==> images/io_fan.png <==
Bar = 50 um.
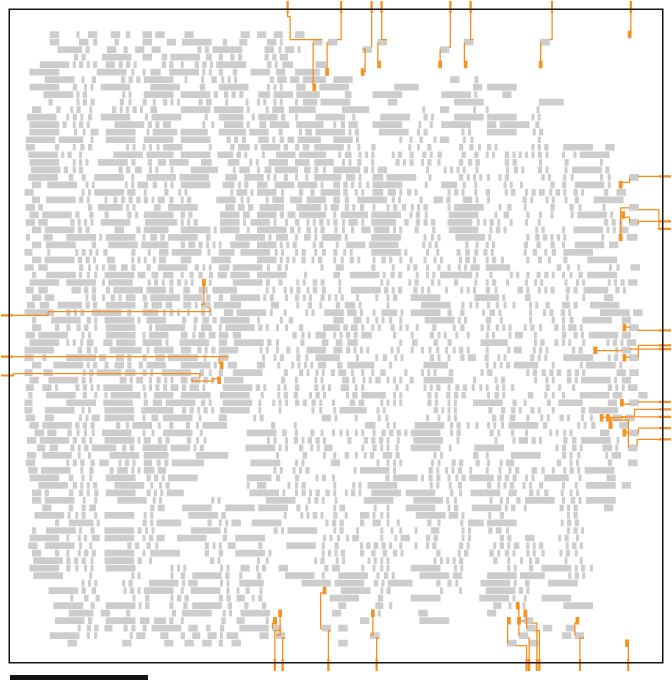
==> images/power_grid.png <==
Bar = 50 um. Pins as bars on the die edge. Tap cells in gray.
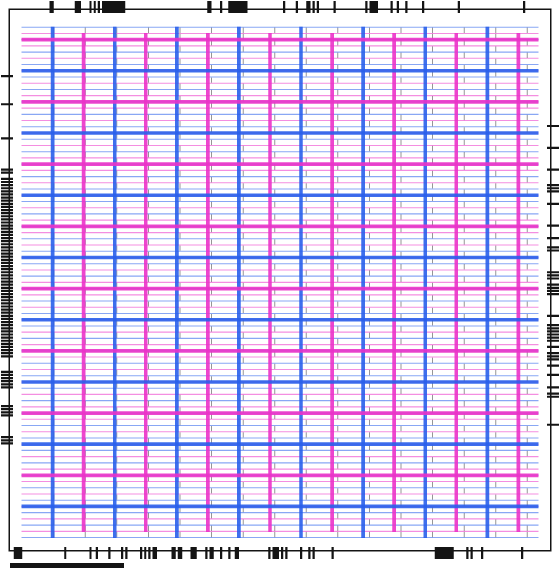
[config.mk]
export PLATFORM = sky130hd
export DESIGN_NAME = store_buffer_flat
export DESIGN_NICKNAME = d
export VERILOG_FILES = /design/src/rtl/store_buffer_if.sv /design/src/rtl/store_buffer.sv /design/src/flat_wrapper.sv
export SDC_FILE = /design/constraint.sdc
export NUM_CORES = 1
export LEC_CHECK = 0
export ABC_AREA = 1
export CAP_MARGIN = 20
export CELL_PAD_IN_SITES_DETAIL_PLACEMENT = 1
export CELL_PAD_IN_SITES_GLOBAL_PLACEMENT = 2
export CORE_MARGIN = 5
export CORE_UTILIZATION = 33
export DETAILED_ROUTE_END_ITERATION = 8
export GPL_TIMING_DRIVEN = 0
export PLACE_DENSITY = 0.86
export REMOVE_ABC_BUFFERS = 1
export SETUP_SLACK_MARGIN = 0.5
export SYNTH_ARGS = -nofsm -noshare
export SYNTH_HDL_FRONTEND = slang
export SYNTH_SLANG_ARGS = --single-unit
[constraint.sdc]
create_clock -name clk_i -period 5.2 [get_ports clk_i]
set_input_delay 0.52 -clock clk_i [delete_from_list [all_inputs] [get_ports clk_i]]
set_output_delay 0.52 -clock clk_i [all_outputs]
set_load 0.005 [all_outputs]
[src/rtl/store_buffer_if.sv]
// Store-port, memory-drain and load-lookup signals of the store buffer.
// slave is the buffer side; master is the pipeline/memory side.
interface store_buffer_if #(
  parameter int ADDR_W = 32
);
  logic              st_valid;
  logic [ADDR_W-1:0] st_addr;
  logic [31:0]       st_data;
  logic [3:0]        st_strb;
  logic              st_stall;

  logic              mem_valid;
  logic [ADDR_W-1:0] mem_addr;
  logic [31:0]       mem_data;
  logic [3:0]        mem_strb;
  logic              mem_ready;

  logic [ADDR_W-1:0] ld_addr;
  logic              ld_hit;
  logic              ld_full;
  logic [31:0]       ld_data;

  modport master (
    output st_valid, st_addr, st_data, st_strb, mem_ready, ld_addr,
    input  st_stall, mem_valid, mem_addr, mem_data, mem_strb, ld_hit, ld_full, ld_data
  );

  modport slave (
    input  st_valid, st_addr, st_data, st_strb, mem_ready, ld_addr,
    output st_stall, mem_valid, mem_addr, mem_data, mem_strb, ld_hit, ld_full, ld_data
  );
endinterface

[src/rtl/store_buffer.sv]
// Posted-write store buffer: DEPTH-entry FIFO drained over valid/ready, with youngest-match load forwarding.
// Optional STORE_BUF_COALESCE_EN merges same-word stores into the youngest (non-head) entry.
module store_buffer #(
  parameter int DEPTH  = 4,
  parameter int ADDR_W = 32
) (
  input  logic                  clk_i,
  input  logic                  rst_i,
  store_buffer_if.slave         bus,
  output logic [$clog2(DEPTH):0] count_o,
  output logic                  empty_o
);
  localparam int PTR_W = $clog2(DEPTH);
  localparam int CNT_W = PTR_W + 1;
  localparam int WRD_W = ADDR_W - 2;

  typedef logic [PTR_W-1:0] ptr_t;

  logic [WRD_W-1:0] addr_q [DEPTH];
  logic [31:0]      data_q [DEPTH];
  logic [3:0]       strb_q [DEPTH];
  logic [DEPTH-1:0] valid_q, valid_d;
  ptr_t             head_q, head_d, tail_q, tail_d;
  logic [CNT_W-1:0] count_q, count_d;

  logic [WRD_W-1:0] st_word_s, ld_word_s;
  logic             empty_s, stall_s, accept_s, drain_s, merge_s, alloc_s;
  logic             ld_hit_s, ld_match_s;
  ptr_t             ld_sel_s, fwd_idx_s;
  logic             unused_s;

`ifdef STORE_BUF_COALESCE_EN
  ptr_t             youngest_s;

  function automatic logic [31:0] merge_bytes(input logic [31:0] old_v,
                                              input logic [31:0] new_v,
                                              input logic [3:0]  strb);
    logic [31:0] res;
    for (int b = 0; b < 4; b++) begin
      res[8*b +: 8] = strb[b] ? new_v[8*b +: 8] : old_v[8*b +: 8];
    end
    return res;
  endfunction
`endif

  assign unused_s  = ^{bus.st_addr[1:0], bus.ld_addr[1:0]};
  assign st_word_s = bus.st_addr[ADDR_W-1:2];
  assign ld_word_s = bus.ld_addr[ADDR_W-1:2];

  assign empty_s  = (count_q == CNT_W'(0));
  assign stall_s  = (count_q == CNT_W'(DEPTH));
  assign accept_s = bus.st_valid && !stall_s && (bus.st_strb != 4'h0);
  assign drain_s  = !empty_s && bus.mem_ready;

`ifdef STORE_BUF_COALESCE_EN
  // With two or more entries the youngest is never the head, so merging cannot disturb mem_*.
  assign youngest_s = tail_q - ptr_t'(1);
  assign merge_s    = accept_s && (count_q >= CNT_W'(2)) && valid_q[youngest_s] &&
                      (addr_q[youngest_s] == st_word_s);
`else
  assign merge_s    = 1'b0;
`endif
  assign alloc_s = accept_s && !merge_s;

  // Pointer, occupancy and valid-bit next state
  always_comb begin
    head_d  = drain_s ? head_q + ptr_t'(1) : head_q;
    tail_d  = alloc_s ? tail_q + ptr_t'(1) : tail_q;
    count_d = count_q + CNT_W'(alloc_s) - CNT_W'(drain_s);
    valid_d = valid_q;
    if (drain_s) begin
      valid_d[head_q] = 1'b0;
    end else begin
      valid_d[head_q] = valid_q[head_q];
    end
    if (alloc_s) begin
      valid_d[tail_q] = 1'b1;
    end else begin
      valid_d[tail_q] = valid_d[tail_q];
    end
  end

  // Forwarding scan from head towards tail; the last hit is the youngest
  always_comb begin
    ld_hit_s   = 1'b0;
    ld_sel_s   = head_q;
    fwd_idx_s  = head_q;
    ld_match_s = 1'b0;
    for (int k = 0; k < DEPTH; k++) begin
      fwd_idx_s  = head_q + ptr_t'(k);
      ld_match_s = valid_q[fwd_idx_s] && (addr_q[fwd_idx_s] == ld_word_s);
      ld_hit_s   = ld_hit_s | ld_match_s;
      ld_sel_s   = ld_match_s ? fwd_idx_s : ld_sel_s;
    end
  end

  // Control state with synchronous reset
  always_ff @(posedge clk_i) begin
    if (rst_i) begin
      head_q  <= ptr_t'(0);
      tail_q  <= ptr_t'(0);
      count_q <= CNT_W'(0);
      valid_q <= {DEPTH{1'b0}};
    end else begin
      head_q  <= head_d;
      tail_q  <= tail_d;
      count_q <= count_d;
      valid_q <= valid_d;
    end
  end

  // Entry payload storage; contents are qualified by valid_q so no reset is needed
  always_ff @(posedge clk_i) begin
    if (!rst_i && alloc_s) begin
      addr_q[tail_q] <= st_word_s;
      data_q[tail_q] <= bus.st_data;
      strb_q[tail_q] <= bus.st_strb;
    end
`ifdef STORE_BUF_COALESCE_EN
    if (!rst_i && merge_s) begin
      data_q[youngest_s] <= merge_bytes(data_q[youngest_s], bus.st_data, bus.st_strb);
      strb_q[youngest_s] <= strb_q[youngest_s] | bus.st_strb;
    end
`endif
  end

  assign bus.st_stall  = stall_s;
  assign bus.mem_valid = !empty_s;
  assign bus.mem_addr  = empty_s ? {ADDR_W{1'b0}} : {addr_q[head_q], 2'b00};
  assign bus.mem_data  = empty_s ? 32'h0 : data_q[head_q];
  assign bus.mem_strb  = empty_s ? 4'h0 : strb_q[head_q];

  assign bus.ld_hit  = ld_hit_s;
  assign bus.ld_full = ld_hit_s && (strb_q[ld_sel_s] == 4'hF);
  assign bus.ld_data = ld_hit_s ? data_q[ld_sel_s] : 32'h0;

  assign count_o = count_q;
  assign empty_o = empty_s;
endmodule
[src/flat_wrapper.sv]
// flat-port wrapper written by rule: the top's interface ports become plain ports
module store_buffer_flat 
#(
  parameter int DEPTH  = 4,
  parameter int ADDR_W = 32
)
  (clk_i, rst_i, count_o, empty_o, bus_st_valid, bus_st_addr, bus_st_data, bus_st_strb, bus_mem_ready, bus_ld_addr, bus_st_stall, bus_mem_valid, bus_mem_addr, bus_mem_data, bus_mem_strb, bus_ld_hit, bus_ld_full, bus_ld_data);
  store_buffer_if #(.ADDR_W(ADDR_W)) bus_i ();
  input  logic clk_i;
  input  logic rst_i;
  output logic [$clog2(DEPTH):0] count_o;
  output logic empty_o;
  input wire logic [$bits(bus_i.st_valid)-1:0] bus_st_valid;
  input wire logic [$bits(bus_i.st_addr)-1:0] bus_st_addr;
  input wire logic [$bits(bus_i.st_data)-1:0] bus_st_data;
  input wire logic [$bits(bus_i.st_strb)-1:0] bus_st_strb;
  input wire logic [$bits(bus_i.mem_ready)-1:0] bus_mem_ready;
  input wire logic [$bits(bus_i.ld_addr)-1:0] bus_ld_addr;
  output wire logic [$bits(bus_i.st_stall)-1:0] bus_st_stall;
  output wire logic [$bits(bus_i.mem_valid)-1:0] bus_mem_valid;
  output wire logic [$bits(bus_i.mem_addr)-1:0] bus_mem_addr;
  output wire logic [$bits(bus_i.mem_data)-1:0] bus_mem_data;
  output wire logic [$bits(bus_i.mem_strb)-1:0] bus_mem_strb;
  output wire logic [$bits(bus_i.ld_hit)-1:0] bus_ld_hit;
  output wire logic [$bits(bus_i.ld_full)-1:0] bus_ld_full;
  output wire logic [$bits(bus_i.ld_data)-1:0] bus_ld_data;
  assign bus_i.st_valid = bus_st_valid;
  assign bus_i.st_addr = bus_st_addr;
  assign bus_i.st_data = bus_st_data;
  assign bus_i.st_strb = bus_st_strb;
  assign bus_i.mem_ready = bus_mem_ready;
  assign bus_i.ld_addr = bus_ld_addr;
  assign bus_st_stall = bus_i.st_stall;
  assign bus_mem_valid = bus_i.mem_valid;
  assign bus_mem_addr = bus_i.mem_addr;
  assign bus_mem_data = bus_i.mem_data;
  assign bus_mem_strb = bus_i.mem_strb;
  assign bus_ld_hit = bus_i.ld_hit;
  assign bus_ld_full = bus_i.ld_full;
  assign bus_ld_data = bus_i.ld_data;
  store_buffer #(.DEPTH(DEPTH), .ADDR_W(ADDR_W)) u_core (.clk_i(clk_i), .rst_i(rst_i), .bus(bus_i), .count_o(count_o), .empty_o(empty_o));
endmodule
==> run summary <==
Outcome: finished clean
Yosys stat cell total: 2262
Top Layout Cells: 803 x nand2_1, 397 x nand3_1, 264 x edfxtp_1
Period utilization: 0.9047
Inst Count DP: 3040
Buf/Inv on CP: 8
Syn avg cell area: 7.451 sq um
Flops out of synthesis: 277
Power per Cell Area: 508.3 nW/um^2
Synth logic family: simple AND/OR/NAND/NOR gates
Util after Layout: 0.4480
Setup-failing EPs final: 0
Family with the most delay on the worst path: simple AND/OR/NAND/NOR gates
Worst slew pin tran: 711.2 ps
Clock Skews: 18.40 ps
Worst r2r path cells: 6
Hold path start: rst_i
H-tree levels: 2
WHS Endpoint: u_core.count_o[1]
Area growth syn-to-layout: 33.90%
Row cnt: 82
Worst R2R End: u_core.data_q[2][9]
Vias per cell: 5.533
Die Span Y: 236 um
Worst hold path class: input pin to flop
MaxCap Viol Count: 0
Async SR Flop Fraction: 0
Crit end category: primary output
Worst-path clk slew: 60 ps
Final Hold Viols: 0
CTS tree: yes
Total power: 0.01147 W
Tmin final: 4704 ps
TritonRoute pass-1 iters: 7
Final Max Slew Viols: 0
Slack of the worst reg-to-reg path: 2420 ps
CP Depth: 23
Slew HR: 0.5247
Leakage: 9.519 nW
Vias: 17690
FF-to-FF Start: u_core.count_o[1]
Tool Warnings: 36
Crit Path Class: flop to primary output
Worst EP required: 4680 ps
DIE AREA: 55700 sq um
Hold_buf cts: 0
Gr ovfl total: 0
Clk latency late pin: 560 ps
Mux share: 0
Worst-case clock buffer depth: 3
Number of DRC markers in iteration 0: 1269
DRC: 0
Synthesized instance count: 2262
Port Buf Inserts: 205
CP max-delay cell: clkdlybuf4s50_1
Worst Setup EP: bus_ld_data[16]
Critical Path, Cell by Cell: buf_12, clkinv_16, ha_4, buf_12, inv_16, buf_16, nand3_1, nand2_1, nand2_2, o21ai_2, nor2_2, nand2_1, nor2_1, nand2_1, nor2_4, inv_6, nand3_4, buf_16, nand2_8, nand2_1, nand3_1, a21oi_2, clkdlybuf4s50_1
Clock Root Buffer: clkbuf_16
Post-DP HPWL: 45050 um
Pre-placement core utilization: 0.3346
Unrepaired setup endpoints after global routing: yes
Unique masters post-synth: 31
Core area: 50380 sq um
Worst Hold Slack: 558.8 ps
Final cell count without fillers: 3196
Max VDD drop: 0.2490 mV
Fin worst setup slack: 495.6 ps
Dpl ws: -2812 ps
WHS Path Cells: 2
Yosys Chip Area: 16850 sq um
Layout cells sized above 1: 0.09873
Worst Path Max Fanout: 18
Post-synthesis cell area: 16850 sq um
Post-synthesis sequential area ratio: 0.4858
FMAX: 0.2126 GHz
Main flop type: edfxtp_1
WL per Instance: 24.21 um
Adder Area Share: 0.008611
Count of library flops with an enable pin: 264
Placed Instance Area: 19840 sq um
XOR/XNOR Area Share: 0.007275
About io_fan.png:
port	color	bits	direction	edge	end cells	wire
`bus_mem_addr`	orange	32	output	11 right, 10 bottom, 8 top, 3 left	32	777 um

About power_grid.png:
net	color
VDD	magenta
VSS	blue
met1 rails	83
signal pins	212
rows	82
met4 straps	16

-- area by class of cell --
cell class              instances  area, sq um
diodes                          2        5.005
clock buffers                  48        924.6
clock inverters                14        133.9
fillers                      5994        27810
inverters                     140        640.6
multi-input cells            1730         8089
flip-flops and latches        277         8203
well taps                     672        840.8
repair buffers                308         3667
repair inverters                5        63.81
-- cells by family (layout without fill, tap and decap cells) --
| family | Yosys count | after routing |
|---|---|---|
| xor gates and xnor gates | 14 | 14 |
| buffers and inverters | 269 | 515 |
| and+or+nand+nor | 1427 | 1440 |
| AOI/OAI and AO/OA | 263 | 263 |
| adders and majority gates | 11 | 11 |
| other | 1 | 4 |
| DFF | 277 | 277 |
-- per-layer routing --
layer	up-vias	global-route usage	routed length [um]
met4	8	0.1040	3076
li1	8074	-	-
met2	673	0.4618	37800
met5	-	0	64
met1	8746	0.3207	31290
met3	184	0.04614	5148
-- Yosys cell counts, drive strengths merged (7+ instances only) --
cell    count  area (sq um)
o21ai     117         585.6
inv       137         514.2
ha         10         125.1
nand4       7         43.79
a32o        8         80.08
edfxtp    264          7928
a21oi     125         625.6
nor2      198         743.2
dfxtp      13         260.3
nand3     403          2022
nand2     813          3052
xor2       13         113.9
buf        78         392.9
clkbuf     51         191.4
-- state kept, by name, summed over array words and instances (netlist names), named ones only --
signal / count
u_core.addr_q: 120
u_core.count_o: 3
u_core.data_q: 128
u_core.head_q: 2
u_core.strb_q: 16
u_core.tail_q: 2
u_core.valid_q: 4
-- power breakdown --
group          internal [W]  leakage, nW  switching (W)
registers           0.00260         2.50       0.000101
logic               0.00248         6.50        0.00395
clock network       0.00135        0.511       0.000990
-- timing repair --
item | 4_1_cts | 5_1_grt
cloned | 28 | 4
buffers inserted | 49 | 11
setup endpoints to repair | 34 | 33
pin swaps | 30 | 13
resized | 124 | 61
Power is estimated from default activity; no workload was simulated.
